File: src/rtl/collision_detector.sv
// Bus collision detector for the open-drain controller data line: flags when this node releases
// the line but another device holds it low. Optional COLLISION_DETECTOR_COUNT_EN adds an event count.
module collision_detector #(
    parameter int unsigned SYNC_STAGES     = 2,
    parameter int unsigned MISMATCH_CYCLES = 3,
    parameter int unsigned BLANK_CYCLES    = 2
) (
    input  logic       CLK,
    input  logic       n_RST,
    input  logic       WRITE_DATA,
    input  logic       n_SEND,
    input  logic       DATALINE,
`ifdef COLLISION_DETECTOR_COUNT_EN
    output logic [7:0] COLLISION_COUNT,
`endif
    output logic       COLLISION_DETECTED
);

    localparam logic [3:0] MIS_MAX    = 4'(MISMATCH_CYCLES);
    localparam logic [3:0] BLANK_LOAD = 4'(BLANK_CYCLES);

    logic [SYNC_STAGES-1:0] r_line_sync;
    logic [SYNC_STAGES-1:0] r_wd_pipe;
    logic [SYNC_STAGES-1:0] r_ns_pipe;
    logic                   r_wd_prev;
    logic [3:0]             r_blank_cnt;
    logic [3:0]             r_mis_cnt;
    logic                   r_flag;

    logic       w_line_s;
    logic       w_wd_d;
    logic       w_ns_d;
    logic       w_wd_rise;
    logic       w_mismatch;
    logic [3:0] w_blank_next;
    logic [3:0] w_mis_next;
    logic       w_flag_next;

    assign w_line_s = r_line_sync[SYNC_STAGES-1];
    assign w_wd_d   = r_wd_pipe[SYNC_STAGES-1];
    assign w_ns_d   = r_ns_pipe[SYNC_STAGES-1];

    // WRITE_DATA/n_SEND ride a pipe as deep as the synchronizer so all three stay cycle-aligned.
    always_ff @(posedge CLK or negedge n_RST) begin
        if (!n_RST) begin
            r_line_sync <= '1;
            r_wd_pipe   <= '1;
            r_ns_pipe   <= '1;
            r_wd_prev   <= 1'b1;
        end else begin
            r_line_sync <= {r_line_sync[SYNC_STAGES-2:0], DATALINE};
            r_wd_pipe   <= {r_wd_pipe[SYNC_STAGES-2:0], WRITE_DATA};
            r_ns_pipe   <= {r_ns_pipe[SYNC_STAGES-2:0], n_SEND};
            r_wd_prev   <= w_wd_d;
        end
    end

    always_comb begin
        w_wd_rise  = w_wd_d & ~r_wd_prev & ~w_ns_d;
        w_mismatch = ~w_ns_d & w_wd_d & ~w_line_s & (r_blank_cnt == 4'd0);

        w_blank_next = r_blank_cnt;
        if (w_ns_d) begin
            w_blank_next = 4'd0;
        end else if (w_wd_rise) begin
            w_blank_next = BLANK_LOAD;
        end else if (r_blank_cnt != 4'd0) begin
            w_blank_next = r_blank_cnt - 4'd1;
        end

        // Not sending, blanking and a matching line all fall out of w_mismatch being low.
        w_mis_next = 4'd0;
        if (w_mismatch) begin
            w_mis_next = (r_mis_cnt == MIS_MAX) ? r_mis_cnt : r_mis_cnt + 4'd1;
        end

        w_flag_next = 1'b0;
        if (!w_ns_d) begin
            w_flag_next = r_flag | (w_mis_next == MIS_MAX);
        end
    end

    always_ff @(posedge CLK or negedge n_RST) begin
        if (!n_RST) begin
            r_blank_cnt <= 4'd0;
            r_mis_cnt   <= 4'd0;
            r_flag      <= 1'b0;
        end else begin
            r_blank_cnt <= w_blank_next;
            r_mis_cnt   <= w_mis_next;
            r_flag      <= w_flag_next;
        end
    end

    assign COLLISION_DETECTED = r_flag;

`ifdef COLLISION_DETECTOR_COUNT_EN
    logic [7:0] r_coll_count;

    // Counts flag rising edges only; n_SEND never clears it.
    always_ff @(posedge CLK or negedge n_RST) begin
        if (!n_RST) begin
            r_coll_count <= 8'd0;
        end else if (w_flag_next && !r_flag && (r_coll_count != 8'hFF)) begin
            r_coll_count <= r_coll_count + 8'd1;
        end
    end

    assign COLLISION_COUNT = r_coll_count;
`endif

endmodule

File: config.mk
export PLATFORM = sky130hd
export DESIGN_NAME = collision_detector
export DESIGN_NICKNAME = d
export VERILOG_FILES = /design/src/rtl/collision_detector.sv
export SDC_FILE = /design/constraint.sdc
export NUM_CORES = 1
export LEC_CHECK = 0
export CORE_AREA = 2 2 39 41
export DETAILED_ROUTE_END_ITERATION = 10
export DIE_AREA = 0 0 41 43
export PLACE_DENSITY = 0.7
export SKIP_LAST_GASP = 1
export SLEW_MARGIN = 20
export SYNTH_ARGS = -nofsm -noshare
export SYNTH_HDL_FRONTEND = slang
export SYNTH_SLANG_ARGS = --single-unit
File: constraint.sdc
create_clock -name CLK -period 3.1 [get_ports CLK]
set_input_delay 0.93 -clock CLK [delete_from_list [all_inputs] [get_ports CLK]]
set_output_delay 0.93 -clock CLK [all_outputs]
set_load 0.02 [all_outputs]
Run 1, routed metal, one color a layer:
The bar under the picture is 10 um long. Two of the layers only.
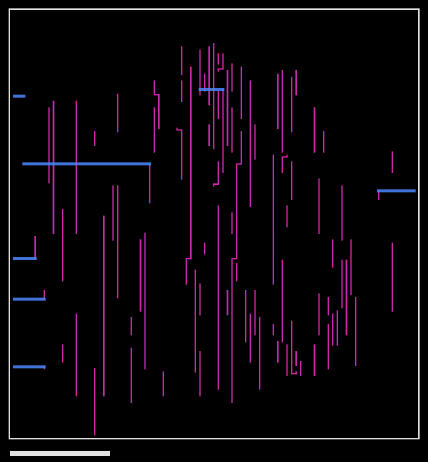
[M3] blue | wire length: 27.5 um
[M2] magenta | wire length: 486 um

Run 1, clock routing:
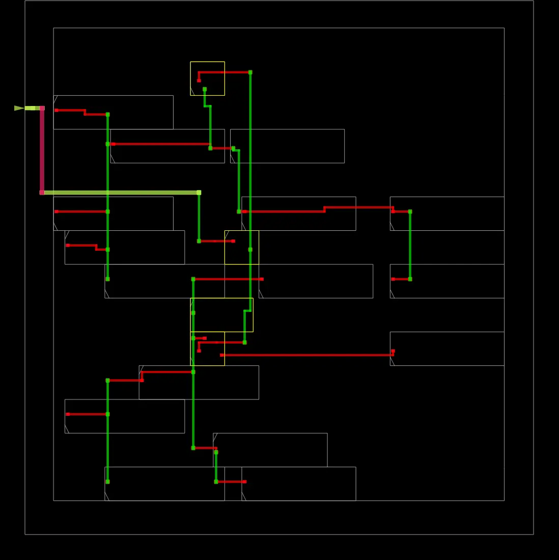
Clock Power: 0.133 mW
TritonCTS Sinks: 16

Run 1, cell classes on the final placement:
Fill, decap, tap and diode cells in gray.
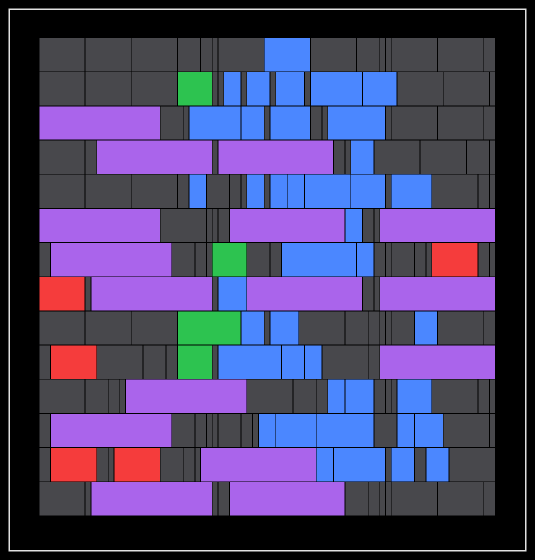
[registers] purple | cells: 16 | share of their area: 53%
[remaining buffers and delay cells] red | cells: 5 | share of their area: 6.5%
[clock drivers and dummy loads] green | cells: 4 | share of their area: 4.7%
[remaining logic cells] blue | cells: 40 | share of their area: 36%

==> reports/metrics.csv, run 1 <==
metric;value;unit
DP Wirelength;748;um
row cnt;14;
Combinational Gates;36;
CTS Root Cell;clkbuf_4;
CTS tree;done;
Worst-Margin Slew;662;ps
via count;424;
PostCTS Resize Cnt;0;
number of antenna diodes;0;
Cell Area, Synth;683;um2
clock buffer count from CTS;3;
fp_density;0.494;
Yosys chip area;683;um2
Flop area;409;um2
Hold EP;r_line_sync[1]$_DFF_PN1_;
die extent in x;41;um
Tcrit/Tclk final;0.695;
largest net degree at the start of global routing;17;
CLK BUF;4;
CP arrival;1230;ps
Initial DRC Count;1;
bufs w/o clock;5;
Final Max Slew Viols;0;
Top logic family;simple AND/OR/NAND/NOR gates;
logic area;259;um2
worst hold start;r_line_sync[0]$_DFF_PN1_;
first-pass GRT wire length;1.75;mm
Vias/cell;5.23;
Post-Layout Cell Count;81;
Netlist cell types;25;
Final Skew;0.572;ps
RSZ-0062 raised after global routing;no;
Post-Syn Nets;63;
final hold vios;0;
Max Cap Viol;0;
Crit. End Element;output pin;
status;finished, final reports clean;
initial antenna violation count;0;
Hold Crit Class;flop to flop;
-- run 1: cell usage after synthesis --
cell / number / area (um2)
o21ai_1: 1 / 5.00
dfstp_2: 7 / 184
mux2_2: 2 / 22.5
nand2_1: 2 / 7.51
inv_1: 4 / 15.0
or3b_4: 1 / 11.3
or3_1: 1 / 6.26
a21boi_0: 1 / 7.51
nand2b_1: 3 / 18.8
ha_1: 2 / 25.0
xnor2_1: 2 / 17.5
nor2_1: 6 / 22.5
nand3b_1: 1 / 7.51
nand3_1: 2 / 10.0
dfrtp_1: 9 / 225
or4b_1: 1 / 10.0
mux2i_1: 1 / 10.0
o32ai_2: 1 / 16.3
a31oi_1: 1 / 6.26
o21ai_0: 1 / 5.00
or4b_4: 1 / 13.8
a21oi_1: 3 / 15.0
nor3_1: 1 / 5.00
nor3b_1: 1 / 7.51
xor2_1: 1 / 8.76
-- run 1: sequential cells by signal, summed over array words and instances, names as in the netlist --
signal              cells
COLLISION_DETECTED      1
r_wd_pipe               2
r_line_sync             2
r_ns_pipe               2
r_mis_cnt               4
r_blank_cnt             4
r_wd_prev               1
-- run 1: cells in the final DEF, fill, tap and decap left out, drive strengths merged, types with 3 or more instances in the layout --
cell type      netlist  final
a21oi                3      3
clkbuf               0      4
clkdlybuf4s50        0      5
dfrtp                9      9
dfstp                7      7
inv                  4      4
nand2b               3      3
nor2                 6      6
-- run 1: metal layers --
metal,track usage,vias up
li1,-,210
met1,0.194,205
met2,0.225,7
met3,0.0314,2
met4,0.0800,0
met5,0,-
-- run 1: report_power, final --
| part | switching [mW] | leakage [nW] | internal [mW] |
|---|---|---|---|
| registers | 0.0195 | 0.196 | 0.237 |
| logic | 0.0658 | 0.111 | 0.0752 |
| clock network | 0.0613 | 0.0210 | 0.0714 |
| total | 0.147 | 0.328 | 0.383 |
## Run 2: what changed since run 1
==> constraint.sdc (replaced) <==
create_clock -name CLK -period 2.3 [get_ports CLK]
set_input_delay 0.69 -clock CLK [delete_from_list [all_inputs] [get_ports CLK]]
set_output_delay 0.69 -clock CLK [all_outputs]
set_load 0.02 [all_outputs]
Run 2, sequential cells colored by netlist name:
The bar under the picture is 10 um long.
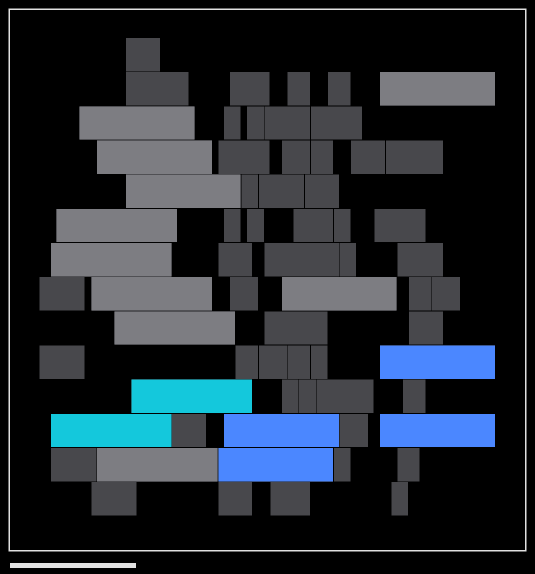
[r_blank_cnt] blue | flops: 4
[r_line_sync] cyan | flops: 2

Run 2, cell classes on the final placement:
Fill, decap, tap and diode cells in gray.
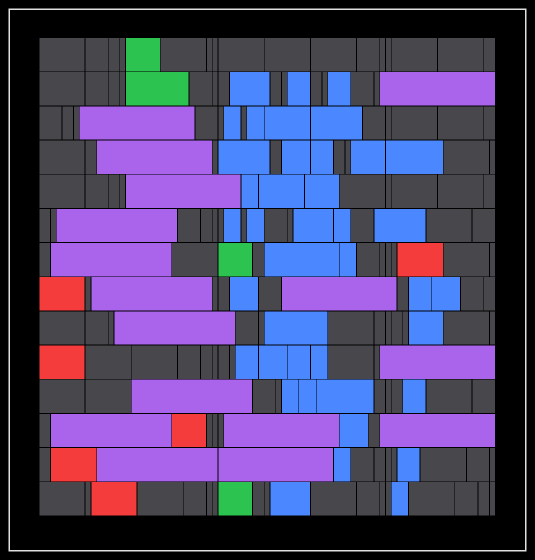
[remaining buffers and delay cells] red | cells: 6 | share of their area: 7.4%
[registers] purple | cells: 16 | share of their area: 53%
[remaining logic cells] blue | cells: 40 | share of their area: 35%
[clock drivers and dummy loads] green | cells: 4 | share of their area: 4.7%

==> run 2 against run 1 <==
Compared with the run above:
- sequential power grew 35%
- register-to-register slack got worse by 790 ps
- synthesized cell count stayed put
- worst setup slack got worse by 610 ps
- via count grew 1.7%
- highest routed layer unchanged
==> reports/metrics.csv, run 2 <==
metric;value;unit;change
status;finished, final reports clean;;
Top Layout Cells;dfrtp_1, dfstp_2, nor2_1;;
Netlist cell types;25;;unchanged
seq pwr;0.346;mW;+35%
Max Cap Viol;0;;unchanged
RSZ-0062 raised after global routing;no;;
Main area contributors;dfrtp_1, dfstp_2, ha_1;;
CP arrival;2170;ps;+940 ps
TritonCTS Sinks;16;;unchanged
Top Consumer;registers;;
top cells by count;dfrtp_1, dfstp_2, nor2_1;;
number of antenna diodes;0;;unchanged
Post-synth EDFFs;0;;unchanged
Final Skew;3.34;ps;+2.77 ps
Synth top area share;0.330;;unchanged
Initial DRC Count;1;;unchanged
CTS tree;done;;
Commonest Layout Cell;dfrtp_1;;
row cnt;14;;unchanged
biggest regs;r_blank_cnt: 4 flops, r_mis_cnt: 4 flops;;
Flop area;409;um2;unchanged
Post-Syn Nets;63;;unchanged
Longest Clk Path Bufs;2;;
NetSw;0.206;mW;+41%
logic area;259;um2;unchanged
Switching Share;0.285;;+0.00839
Combinational Gates;36;;unchanged
P_comb;0.193;mW;+37%
Primary FF master, synth;dfrtp_1;;
Yosys chip area;683;um2;unchanged
die extent in x;41;um;unchanged
clock buffer count from CTS;3;;unchanged
Clock Power;0.185;mW;+39%
Vias/cell;5.26;;+0.41%
Final Max Slew Viols;0;;unchanged
fp_density;0.494;;unchanged
clock power share;0.255;;+0.005
Crit. End Element;flop;;
PostCTS Resize Cnt;0;;unchanged
Worst-Margin Slew;359;ps;-303 ps
bufs w/o clock;6;;+1
Cell Area, Synth;683;um2;unchanged
-- run 2: netlist changes by cell type in the layout (fill, tap and decap cells not counted), sizes merged --
cell,change
buf,+1
-- run 2: logic make-up after synthesis --
kind of cell	after synthesis	share of synthesized area
DFF	16	0.599
buffers and inverters	4	0.0220
and+or+nand+nor	20	0.176
muxes	3	0.0476
AOI/OAI and AO/OA	8	0.0806
adders and majority gates	2	0.0366
xor gates and xnor gates	3	0.0385
-- run 2: metrics by stage --
stage	worst slack (ps)	instances	total power, mW
2_1_floorplan	436	56	0.500
3_3_place_gp	394	78	0.537
3_5_place_dp	333	78	0.550
4_1_cts	312	82	0.739
5_1_grt	259	82	0.768
6_report	337	82	0.724
-- run 2: worst max-delay path: stages, from the launching register on --
cell and delay [ps]:
dfrtp_1 410, inv_1 60, ha_1 190, or3b_4 420
or4b_4 530, o32ai_2 260
-- run 2: per-layer routing --
layer  track usage  up-vias
met4         0.120        0
met1         0.158      206
met2         0.219        8
met3        0.0471        5
li1              -      212
met5             0        -
-- run 2: path summary, 6_finish.rpt --
path	start	endpoint	slack (ps)	depth (start not counted)
setup / recovery	r_blank_cnt[0]$_DFFE_PN0P_	COLLISION_DETECTED$_DFF_PN0_	340	5
hold / removal	r_wd_pipe[0]$_DFF_PN1_	r_wd_pipe[1]$_DFF_PN1_	360	0
setup reg to reg	r_blank_cnt[0]$_DFFE_PN0P_	COLLISION_DETECTED$_DFF_PN0_	340	5
hold reg to reg	r_wd_pipe[0]$_DFF_PN1_	r_wd_pipe[1]$_DFF_PN1_	360	0
max in group asynchronous	n_RST	r_ns_pipe[0]$_DFF_PN1_	1110	2
min in group asynchronous	n_RST	r_blank_cnt[0]$_DFFE_PN0P_	660	1
## Run 3: what changed since run 2
--- a/config.mk
+++ b/config.mk
@@ -6,9 +6,11 @@
 export NUM_CORES = 1
 export LEC_CHECK = 0
 export CORE_AREA = 2 2 39 41
+export CTS_CLUSTER_SIZE = 30
 export DETAILED_ROUTE_END_ITERATION = 10
 export DIE_AREA = 0 0 41 43
 export PLACE_DENSITY = 0.7
+export RECOVER_POWER = 25
 export SKIP_LAST_GASP = 1
 export SLEW_MARGIN = 20
 export SYNTH_ARGS = -nofsm -noshare
Run 3, clock distribution:
The bar under the picture is 10 um long.
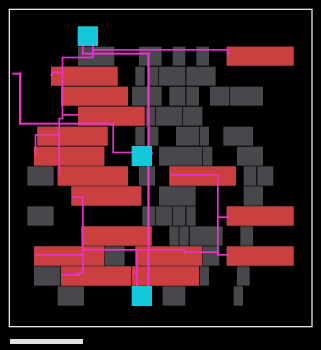
[clock-net drivers] cyan | count: 3
[clock wires] magenta | length: 194 um
[flip-flops] red | count: 16
routed clock nets: 4

Run 3, cell classes on the final placement:
Fill, decap, tap and diode cells in gray.
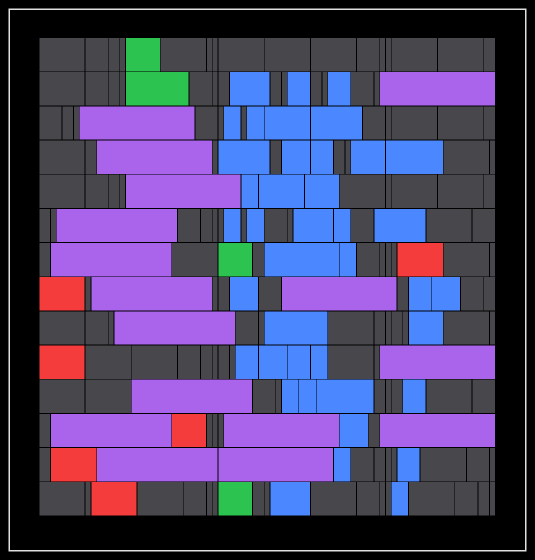
[remaining buffers and delay cells] red | cells: 6 | share of their area: 7.4%
[remaining logic cells] blue | cells: 40 | share of their area: 35%
[clock drivers and dummy loads] green | cells: 4 | share of their area: 4.7%
[registers] purple | cells: 16 | share of their area: 53%

==> run 3 against run 2 <==
Compared with the run above:
- sequential share of layout area is the same
- maximum frequency is essentially flat
- non-clock buffer count is the same
- count of clock-buffer cells in the layout is the same
- highest routed layer unchanged
- critical endpoint unchanged
- synthesized cell count is the same
- cell count is the same
- worst setup slack is essentially flat
- clock skew is essentially flat
- worst hold slack gained 0.54 ps
==> reports/metrics.csv, run 3 <==
metric;value;unit;change
fp_density;0.494;;unchanged
Top Consumer;registers;;
Synth top area share;0.330;;unchanged
Top Layout Cells;dfrtp_1, nor2_1, dfstp_2;;
seq pwr;0.345;mW;about the same
Netlist cell types;25;;unchanged
number of antenna diodes;0;;unchanged
Primary FF master, synth;dfrtp_1;;
Post-synth EDFFs;0;;unchanged
Main area contributors;dfrtp_1, dfstp_2, ha_1;;
PostCTS Resize Cnt;0;;unchanged
Post-Layout Cell Count;82;;unchanged
top cells by count;dfrtp_1, dfstp_2, nor2_1;;
Syn. warnings;0;;
TritonCTS Sinks;16;;unchanged
Crit. End Element;flop;;
row cnt;14;;unchanged
Yosys chip area;683;um2;unchanged
logic area;259;um2;unchanged
pre-CTS WS;333;ps;unchanged
Total Power;0.722;mW;-0.24%
Final Max Slew Viols;0;;unchanged
Flop area;409;um2;unchanged
NetSw;0.206;mW;about the same
clock buffer count from CTS;3;;unchanged
Longest Clk Path Bufs;2;;unchanged
count of tool warnings;26;;
via count;433;;
Initial DRC Count;1;;unchanged
status;finished, final reports clean;;
Clock Power;0.185;mW;about the same
Vias/cell;5.28;;+0.46%
RSZ-0062 raised after global routing;no;;
Switching Share;0.286;;+0.000655
dpl cells;78;;unchanged
clock power share;0.256;;about the same
Commonest Layout Cell;dfrtp_1;;
die extent in x;41;um;unchanged
biggest regs;r_blank_cnt: 4 flops, r_mis_cnt: 4 flops;;
Worst-Margin Slew;364;ps;+5.03 ps
Critical Path Source Type;flop;;
Setup WS post-layout;337;ps;+0.190 ps
Post-Syn Nets;63;;unchanged
CP arrival;2170;ps;about the same
run 3: cell counts after synthesis:
Identical to the previous run, type by type.
run 3: layout make-up:
type | count | share of cell area
clock buffers | 4 | 0.0455
inverters | 4 | 0.0188
flip-flops and latches | 16 | 0.513
repair buffers | 6 | 0.0722
well taps | 16 | 0.0251
multi-input cells | 36 | 0.325
run 3: kinds of logic after synthesis:
family | synth area share
adder cells (fa/ha/maj) | 0.0366
AND/OR/NAND/NOR | 0.176
buffers and inverters | 0.0220
AND-OR/OR-AND | 0.0806
multiplexers | 0.0476
flip-flops | 0.599
XOR/XNOR | 0.0385
run 3: worst max-delay path, stage by stage, from the launching register on:
cell,delay [ps]
dfrtp_1,410
inv_1,60
ha_1,190
or3b_4,420
or4b_4,530
o32ai_2,260
run 3: worst paths after layout:
path	start	to	slack, ps	cells past startpoint
min	r_line_sync[0]$_DFF_PN1_	r_line_sync[1]$_DFF_PN1_	360	0
max	r_blank_cnt[0]$_DFFE_PN0P_	COLLISION_DETECTED$_DFF_PN0_	340	5
min in group asynchronous	n_RST	r_blank_cnt[0]$_DFFE_PN0P_	730	1
max reg2reg	r_blank_cnt[0]$_DFFE_PN0P_	COLLISION_DETECTED$_DFF_PN0_	340	5
max in group asynchronous	n_RST	r_ns_pipe[0]$_DFF_PN1_	1040	2
min reg2reg	r_line_sync[0]$_DFF_PN1_	r_line_sync[1]$_DFF_PN1_	360	0
run 3: routing by layer:
layer | vias up | GRT usage
li1 | 212 | -
met1 | 208 | 0.158
met2 | 8 | 0.219
met3 | 5 | 0.0471
met4 | 0 | 0.120
met5 | - | 0
Power figures rest on the tool's default switching activity, not on a simulated workload.
